**config.mk**
```make
export PLATFORM = sky130hd
export DESIGN_NAME = dac_spi_arbiter_flat
export DESIGN_NICKNAME = d
export VERILOG_FILES = /design/src/rtl/dac_spi_arbiter_if.sv /design/src/rtl/dac_spi_arbiter.sv /design/src/flat_wrapper.sv
export SDC_FILE = /design/constraint.sdc
export NUM_CORES = 1
export LEC_CHECK = 0
export CAP_MARGIN = 40
export CORE_UTILIZATION = 33
export CTS_CLUSTER_SIZE = 25
export DETAILED_ROUTE_END_ITERATION = 8
export PLACE_DENSITY_LB_ADDON = 0.15
export SLEW_MARGIN = 20
export SYNTH_ARGS = -nofsm -noshare
export SYNTH_HDL_FRONTEND = slang
export SYNTH_SLANG_ARGS = --single-unit
export TNS_END_PERCENT = 100
```
**constraint.sdc**
```tcl
create_clock -name clk_i -period 2.7 [get_ports clk_i]
set_input_delay 0.54 -clock clk_i [delete_from_list [all_inputs] [get_ports clk_i]]
set_output_delay 0.54 -clock clk_i [all_outputs]
set_load 0.05 [all_outputs]
```
**src/rtl/dac_spi_arbiter_if.sv**
```systemverilog
// dac_spi_arbiter_if: requester strobes/status and SPI-master load handshake of the DAC SPI arbiter
interface dac_spi_arbiter_if #(
  parameter int N_REQ  = 3,
  parameter int CODE_W = 16,
  parameter int DATA_W = 24
);
  logic [N_REQ-1:0]        req;
  logic [N_REQ*CODE_W-1:0] code;
  logic [N_REQ-1:0]        done;
  logic [N_REQ-1:0]        busy;
  logic                    err;
  logic                    err_clr;
  logic [DATA_W-1:0]       spi_data;
  logic                    spi_wre;
  logic                    spi_rdy;
  modport master (output req, code, err_clr, spi_rdy, input done, busy, err, spi_data, spi_wre);
  modport slave  (input req, code, err_clr, spi_rdy, output done, busy, err, spi_data, spi_wre);
endinterface

```
**src/rtl/dac_spi_arbiter.sv**
```systemverilog
// dac_spi_arbiter: round-robin sharing of one DAC SPI master among N_REQ 1-deep coalescing writers
// Define DAC_ARB_WB_PRIO_EN to give requester 0 absolute priority over the round-robin group.
module dac_spi_arbiter #(
  parameter int N_REQ          = 3,
  parameter int CODE_W         = 16,
  parameter int DATA_W         = 24,
  parameter int RDY_LOW_WAIT   = 4,
  parameter int TIMEOUT_CYCLES = 256
) (
  input logic              clk_i,
  input logic              rst_i,
  dac_spi_arbiter_if.slave bus
);
  localparam int PW = $clog2(N_REQ);
  localparam int CW = $clog2(TIMEOUT_CYCLES + RDY_LOW_WAIT + 1);
  typedef enum logic [1:0] {IDLE, WAIT_LOW, WAIT_HIGH} state_t;
  state_t            state, state_n;
  logic [N_REQ-1:0]  pend;
  logic [CODE_W-1:0] slot [N_REQ];
  logic [PW-1:0]     rr_ptr, cur, win;
  logic [CW-1:0]     cnt;
  logic              issue, fin, fail;
  // Scanning downward leaves the first pending slot at or after rr_ptr in win.
  always_comb begin
    int j;
    j = 0;
    win = '0;
    for (int i = N_REQ - 1; i >= 0; i--) begin
      j = (int'(rr_ptr) + i) % N_REQ;
`ifdef DAC_ARB_WB_PRIO_EN
      win = (pend[j] && j != 0) ? PW'(j) : win;
`else
      win = pend[j] ? PW'(j) : win;
`endif
    end
`ifdef DAC_ARB_WB_PRIO_EN
    win = pend[0] ? '0 : win;
`endif
  end
  always_ff @(posedge clk_i)
    state <= rst_i ? IDLE : state_n;
  always_comb begin
    state_n = state;
    issue = 1'b0;
    fin = 1'b0;
    fail = 1'b0;
    case (state)
      IDLE: begin
        issue = |pend && bus.spi_rdy;
        state_n = issue ? WAIT_LOW : IDLE;
      end
      WAIT_LOW: begin
        fail = bus.spi_rdy && cnt == CW'(RDY_LOW_WAIT - 1);
        state_n = !bus.spi_rdy ? WAIT_HIGH : fail ? IDLE : WAIT_LOW;
      end
      WAIT_HIGH: begin
        fin = bus.spi_rdy;
        fail = !bus.spi_rdy && cnt == CW'(TIMEOUT_CYCLES - 1);
        state_n = (fin || fail) ? IDLE : WAIT_HIGH;
      end
      default: state_n = IDLE;
    endcase
  end
  always_comb begin
    bus.busy = pend;
    for (int k = 0; k < N_REQ; k++)
      bus.busy[k] = pend[k] | (state != IDLE && cur == PW'(k));
  end
  always_ff @(posedge clk_i) begin
    if (rst_i) begin
      pend <= '0;
      rr_ptr <= '0;
      cur <= '0;
      cnt <= '0;
      bus.done <= '0;
      bus.err <= 1'b0;
      bus.spi_wre <= 1'b0;
      bus.spi_data <= '0;
      for (int k = 0; k < N_REQ; k++)
        slot[k] <= '0;
    end else begin
      cnt <= (state == IDLE || state_n != state) ? '0 : cnt + 1'b1;
      bus.spi_wre <= issue;
      bus.done <= (fin || fail) ? N_REQ'(1) << cur : '0;
      bus.err <= fail | (bus.err & ~bus.err_clr);
      if (issue) begin
        bus.spi_data <= DATA_W'(slot[win]);
        cur <= win;
      end
      if (fin)
        rr_ptr <= (cur == PW'(N_REQ - 1)) ? '0 : cur + 1'b1;
      // A fresh strobe beats the grant clear, so a same-cycle rewrite is sent as a later frame.
      for (int k = 0; k < N_REQ; k++) begin
        if (bus.req[k]) begin
          slot[k] <= bus.code[k*CODE_W +: CODE_W];
          pend[k] <= 1'b1;
        end else if (issue && win == PW'(k)) begin
          pend[k] <= 1'b0;
        end
      end
    end
  end
endmodule
```
**src/flat_wrapper.sv**
```systemverilog
// flat-port wrapper written by rule: the top's interface ports become plain ports
module dac_spi_arbiter_flat 
#(
  parameter int N_REQ          = 3,
  parameter int CODE_W         = 16,
  parameter int DATA_W         = 24,
  parameter int RDY_LOW_WAIT   = 4,
  parameter int TIMEOUT_CYCLES = 256
)
  (clk_i, rst_i, bus_req, bus_code, bus_err_clr, bus_spi_rdy, bus_done, bus_busy, bus_err, bus_spi_data, bus_spi_wre);
  dac_spi_arbiter_if #(.N_REQ(N_REQ), .CODE_W(CODE_W), .DATA_W(DATA_W)) bus_i ();
  input logic clk_i;
  input logic rst_i;
  input wire logic [$bits(bus_i.req)-1:0] bus_req;
  input wire logic [$bits(bus_i.code)-1:0] bus_code;
  input wire logic [$bits(bus_i.err_clr)-1:0] bus_err_clr;
  input wire logic [$bits(bus_i.spi_rdy)-1:0] bus_spi_rdy;
  output wire logic [$bits(bus_i.done)-1:0] bus_done;
  output wire logic [$bits(bus_i.busy)-1:0] bus_busy;
  output wire logic [$bits(bus_i.err)-1:0] bus_err;
  output wire logic [$bits(bus_i.spi_data)-1:0] bus_spi_data;
  output wire logic [$bits(bus_i.spi_wre)-1:0] bus_spi_wre;
  assign bus_i.req = bus_req;
  assign bus_i.code = bus_code;
  assign bus_i.err_clr = bus_err_clr;
  assign bus_i.spi_rdy = bus_spi_rdy;
  assign bus_done = bus_i.done;
  assign bus_busy = bus_i.busy;
  assign bus_err = bus_i.err;
  assign bus_spi_data = bus_i.spi_data;
  assign bus_spi_wre = bus_i.spi_wre;
  dac_spi_arbiter #(.N_REQ(N_REQ), .CODE_W(CODE_W), .DATA_W(DATA_W), .RDY_LOW_WAIT(RDY_LOW_WAIT), .TIMEOUT_CYCLES(TIMEOUT_CYCLES)) u_core (.clk_i(clk_i), .rst_i(rst_i), .bus(bus_i));
endmodule
```
run_1/clock_map.png
Bar = 20 um.
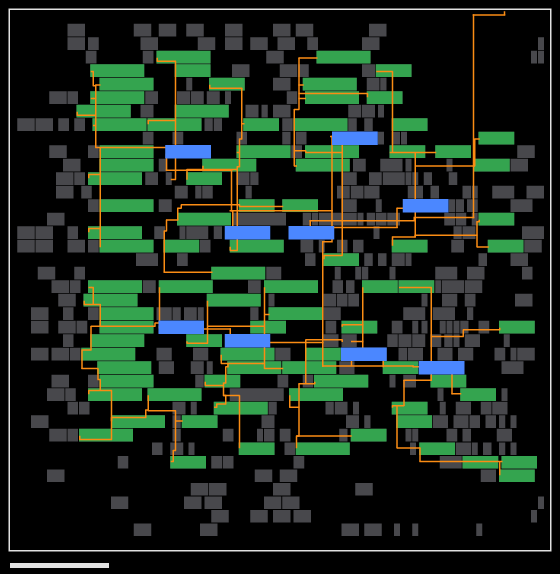
[green] flip-flops | count: 87
[blue] cells driving clock nets | count: 9
[orange] clock wires | length: 1030 um
flops lie: widely spread
routed clock nets: 10
clock skew: 0.006168 ns
clock share of power: 38.7%

run_1/cell_classes.png
Bar = 20 um.
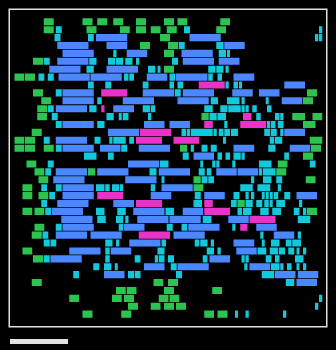
| colour | class | cells | share of their area |
|---|---|---|---|
| green | other buffers and delay cells | 83 | 17% |
| blue | flip-flops | 87 | 46% |
| cyan | all other logic | 233 | 30% |
| magenta | clock drivers and dummy loads | 16 | 6.7% |
fin util: 45.22%
final cell area excluding filler cells: 0.004966 mm^2
flop share of the area: 44.75%
row count: 38

run_1/registers.png
Bar = 20 um.
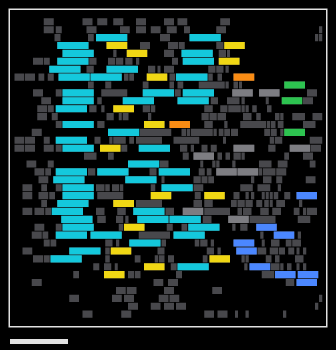
| colour | name in the netlist | placed flops |
|---|---|---|
| blue | u_core.cnt | 9 |
| yellow | u_core.bus.spi_data | 16 |
| orange | u_core.cur | 2 |
| green | u_core.bus.done | 3 |
| cyan | u_core.slot | 48 |
Reg area: 0.002222 mm^2
sequential power: 1.56 mW

==> out/qor.yml, run 1 <==
nNonClkInverters: 8
drv_cap: 0
io_pins: 87
design.seq.count: 87
coreArea_mm2: 0.01098
power_density_mw_per_mm2: 694.2
status: "complete, no violations"
crit_path_start_kind: "flop"
dp_hpwl_um: 5607
powerClk_mw: 1.33
h-tree-depth: 3
xor_share_pct: 1.630
ys_sh_mux_pct: 0
num_tap_cells: 140
cts_buffer_depth: 2
fmax_ghz: 0.4265
compound_area_share_pct: 12.30
power_leader: "sequential cells"
route.met3.wl_um: 333
drtIter0Drc: 91
antenna_found_initial: 0
n_clock_buffer: 10
yosys.area.top_type: "edfxtp_1"
dominant_cells: "flip-flops and latches"
use_met1_pct: 17.29
seqPwrFrac_pct: 45.3
comb_share_pct: 27.99
yosys.cell_types.count: 45
peakVddDrop_mv: 0.3922
slowest_delay_ns: 0.36
fp_util_pct: 34.26
path_class: "reg -> reg"
gp_congestion: 0.7650
warning_count: 30
ant_nets: 0
hp-start: "u_core.cnt[0]"
async_reset_ff_share_pct: 0
period_used_pct: 86.85
grt_first_pass_wirelength_um: 12640
r2r_cells: 10
placed_area_mm2: 0.004636
cp.buffers_inverters: 0
top_logic_kind: "simple AND/OR/NAND/NOR gates"
crit_family: "simple AND/OR/NAND/NOR gates"
## run 1: layout by cell type, fill, tap and decap left out, types with 9 or more instances in the layout
| cell | count |
|---|---|
| clkdlybuf4s50_1 | 75 |
| and2_1 | 48 |
| edfxtp_1 | 48 |
| nor2_1 | 41 |
| dfxtp_1 | 39 |
| a21oi_1 | 16 |
| nand3_1 | 10 |
| nand2_1 | 9 |
| clkbuf_16 | 9 |
## run 1: registers in the layout, indices dropped and copies added, names as in the netlist
name,count
u_core.rr_ptr,2
u_core.bus.spi_wre,1
u_core.state,2
u_core.bus.err,1
u_core.bus.spi_data,16
u_core.cur,2
u_core.bus.done,3
u_core.pend,3
u_core.cnt,9
u_core.slot,48
==> run 2, diff against run 1 <==
--- a/config.mk
+++ b/config.mk
@@ -9,9 +9,9 @@
 export CORE_UTILIZATION = 33
 export CTS_CLUSTER_SIZE = 25
 export DETAILED_ROUTE_END_ITERATION = 8
+export DONT_BUFFER_PORTS = 1
 export PLACE_DENSITY_LB_ADDON = 0.15
 export SLEW_MARGIN = 20
 export SYNTH_ARGS = -nofsm -noshare
 export SYNTH_HDL_FRONTEND = slang
 export SYNTH_SLANG_ARGS = --single-unit
-export TNS_END_PERCENT = 100
run_2/final_congestion.png
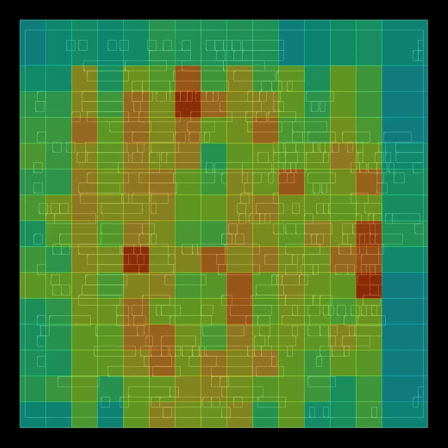
GR peak layer: met2
grt met1 use: 17.52%
wire per inst: 16.28 um

run_2/gate_families.png
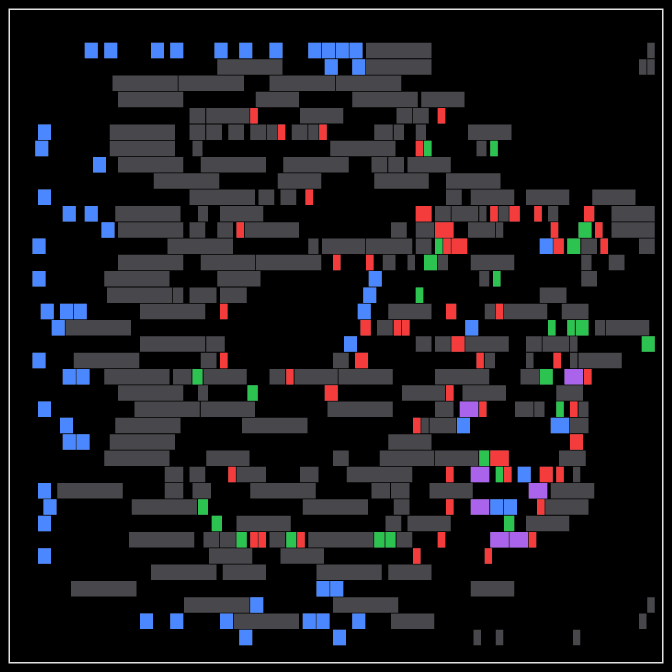
| colour | family | cells | most used |
|---|---|---|---|
| green | NAND gates | 25 | nand3_1 |
| purple | XOR/XNOR gates | 7 | xnor2_1 |
| red | NOR gates | 55 | nor2_1 |
| blue | AND and OR gates | 59 | and2_1 |
combinational share of cell area: 33.28%
final non-filler cell total: 483

==> run 2 against run 1 <==
Critical path depth stayed put. Clock skew rose by 0.0040 ns. Global-route usage barely moved. Synthesized cell count stayed put. Non-clock buffer count down 76. Largest power group unchanged.
==> out/qor.yml, run 2 <==
xor_share_pct: 1.630  # unchanged
compound_area_share_pct: 12.30  # unchanged
r2r_cells: 10  # unchanged
rows: 38  # unchanged
lay_top_cells: "48 x and2_1, 48 x edfxtp_1, 41 x nor2_1"  # was 75 x clkdlybuf4s50_1, 48 x and2_1, 48 x edfxtp_1
antenna_found_initial: 0  # unchanged
ant_nets: 0  # unchanged
fmax_ghz: 0.4391  # was 0.4265 GHz
coreArea_mm2: 0.01098  # unchanged
yosysWarnings: 0  # unchanged
finClkSkew_ns: 0.01022  # was 0.006168 ns
fp_util_pct: 34.26  # unchanged
period_used_pct: 84.34  # was 86.85%
finalInstanceArea_mm2: 0.004177  # was 0.004966 mm^2
cts_buffer_depth: 2  # unchanged
peakVddDrop_mv: 0.2997  # was 0.3922 mV
top_logic_kind: "simple AND/OR/NAND/NOR gates"  # unchanged
gp_congestion: 0.7035  # was 0.7650
h-tree-depth: 3  # unchanged
yosys.cell_types.count: 45  # unchanged
drtIter0Drc: 94  # was 91
nNonClkInverters: 8  # unchanged
regArea_mm2: 0.002222  # unchanged
design.seq.count: 87  # unchanged
drc: 0  # unchanged
async_reset_ff_share_pct: 0  # unchanged
slowest_delay_ns: 0.35  # was 0.36 ns
reg.largest.list: "u_core.slot: 48 flops, u_core.bus.spi_data: 16 flops, u_core.cnt: 9 flops"  # unchanged
diodes: 0  # unchanged
path_class: "reg -> reg"  # unchanged
crit_path_start_kind: "flop"  # unchanged
drv_cap: 0  # unchanged
dp_hpwl_um: 5362  # was 5607 um
largest_reg_flops: 48  # unchanged
post-synth-top-area-fraction_pct: 38.31  # unchanged
power_density_mw_per_mm2: 772.3  # was 694.2 mW/mm^2
placed_area_mm2: 0.003870  # was 0.004636 mm^2
num_tap_cells: 140  # unchanged
fin_util_pct: 38.03  # was 45.22%
status: "complete, no violations"  # unchanged
io_pins: 87  # unchanged
run 2: power breakdown:
part / internal (mW) / switching (mW)
Combinational: 0.0997 / 0.193
Sequential: 1.51 / 0.163
Clock: 0.747 / 0.510
Total: 2.36 / 0.866
run 2: critical path, delay by kind of cell, from the launching register on:
family	cells	cell delay, ns
flip-flops	1	0.34
AND/OR/NAND/NOR	6	1.08
adder cells (fa/ha/maj)	2	0.36
XOR/XNOR	1	0.16
AND-OR/OR-AND	1	0.25
run 2: routing by layer:
| metal | track usage (%) | part of all wire (%) | up-vias |
|---|---|---|---|
| li1 | - | - | 1183 |
| met2 | 23.92 | 48 | 69 |
| met4 | 5.212 | 0.76 | 0 |
| met3 | 4.901 | 6.1 | 2 |
| met1 | 17.52 | 45 | 1103 |
| met5 | 0 | 0 | - |
Power is estimated from default activity; no workload was simulated.
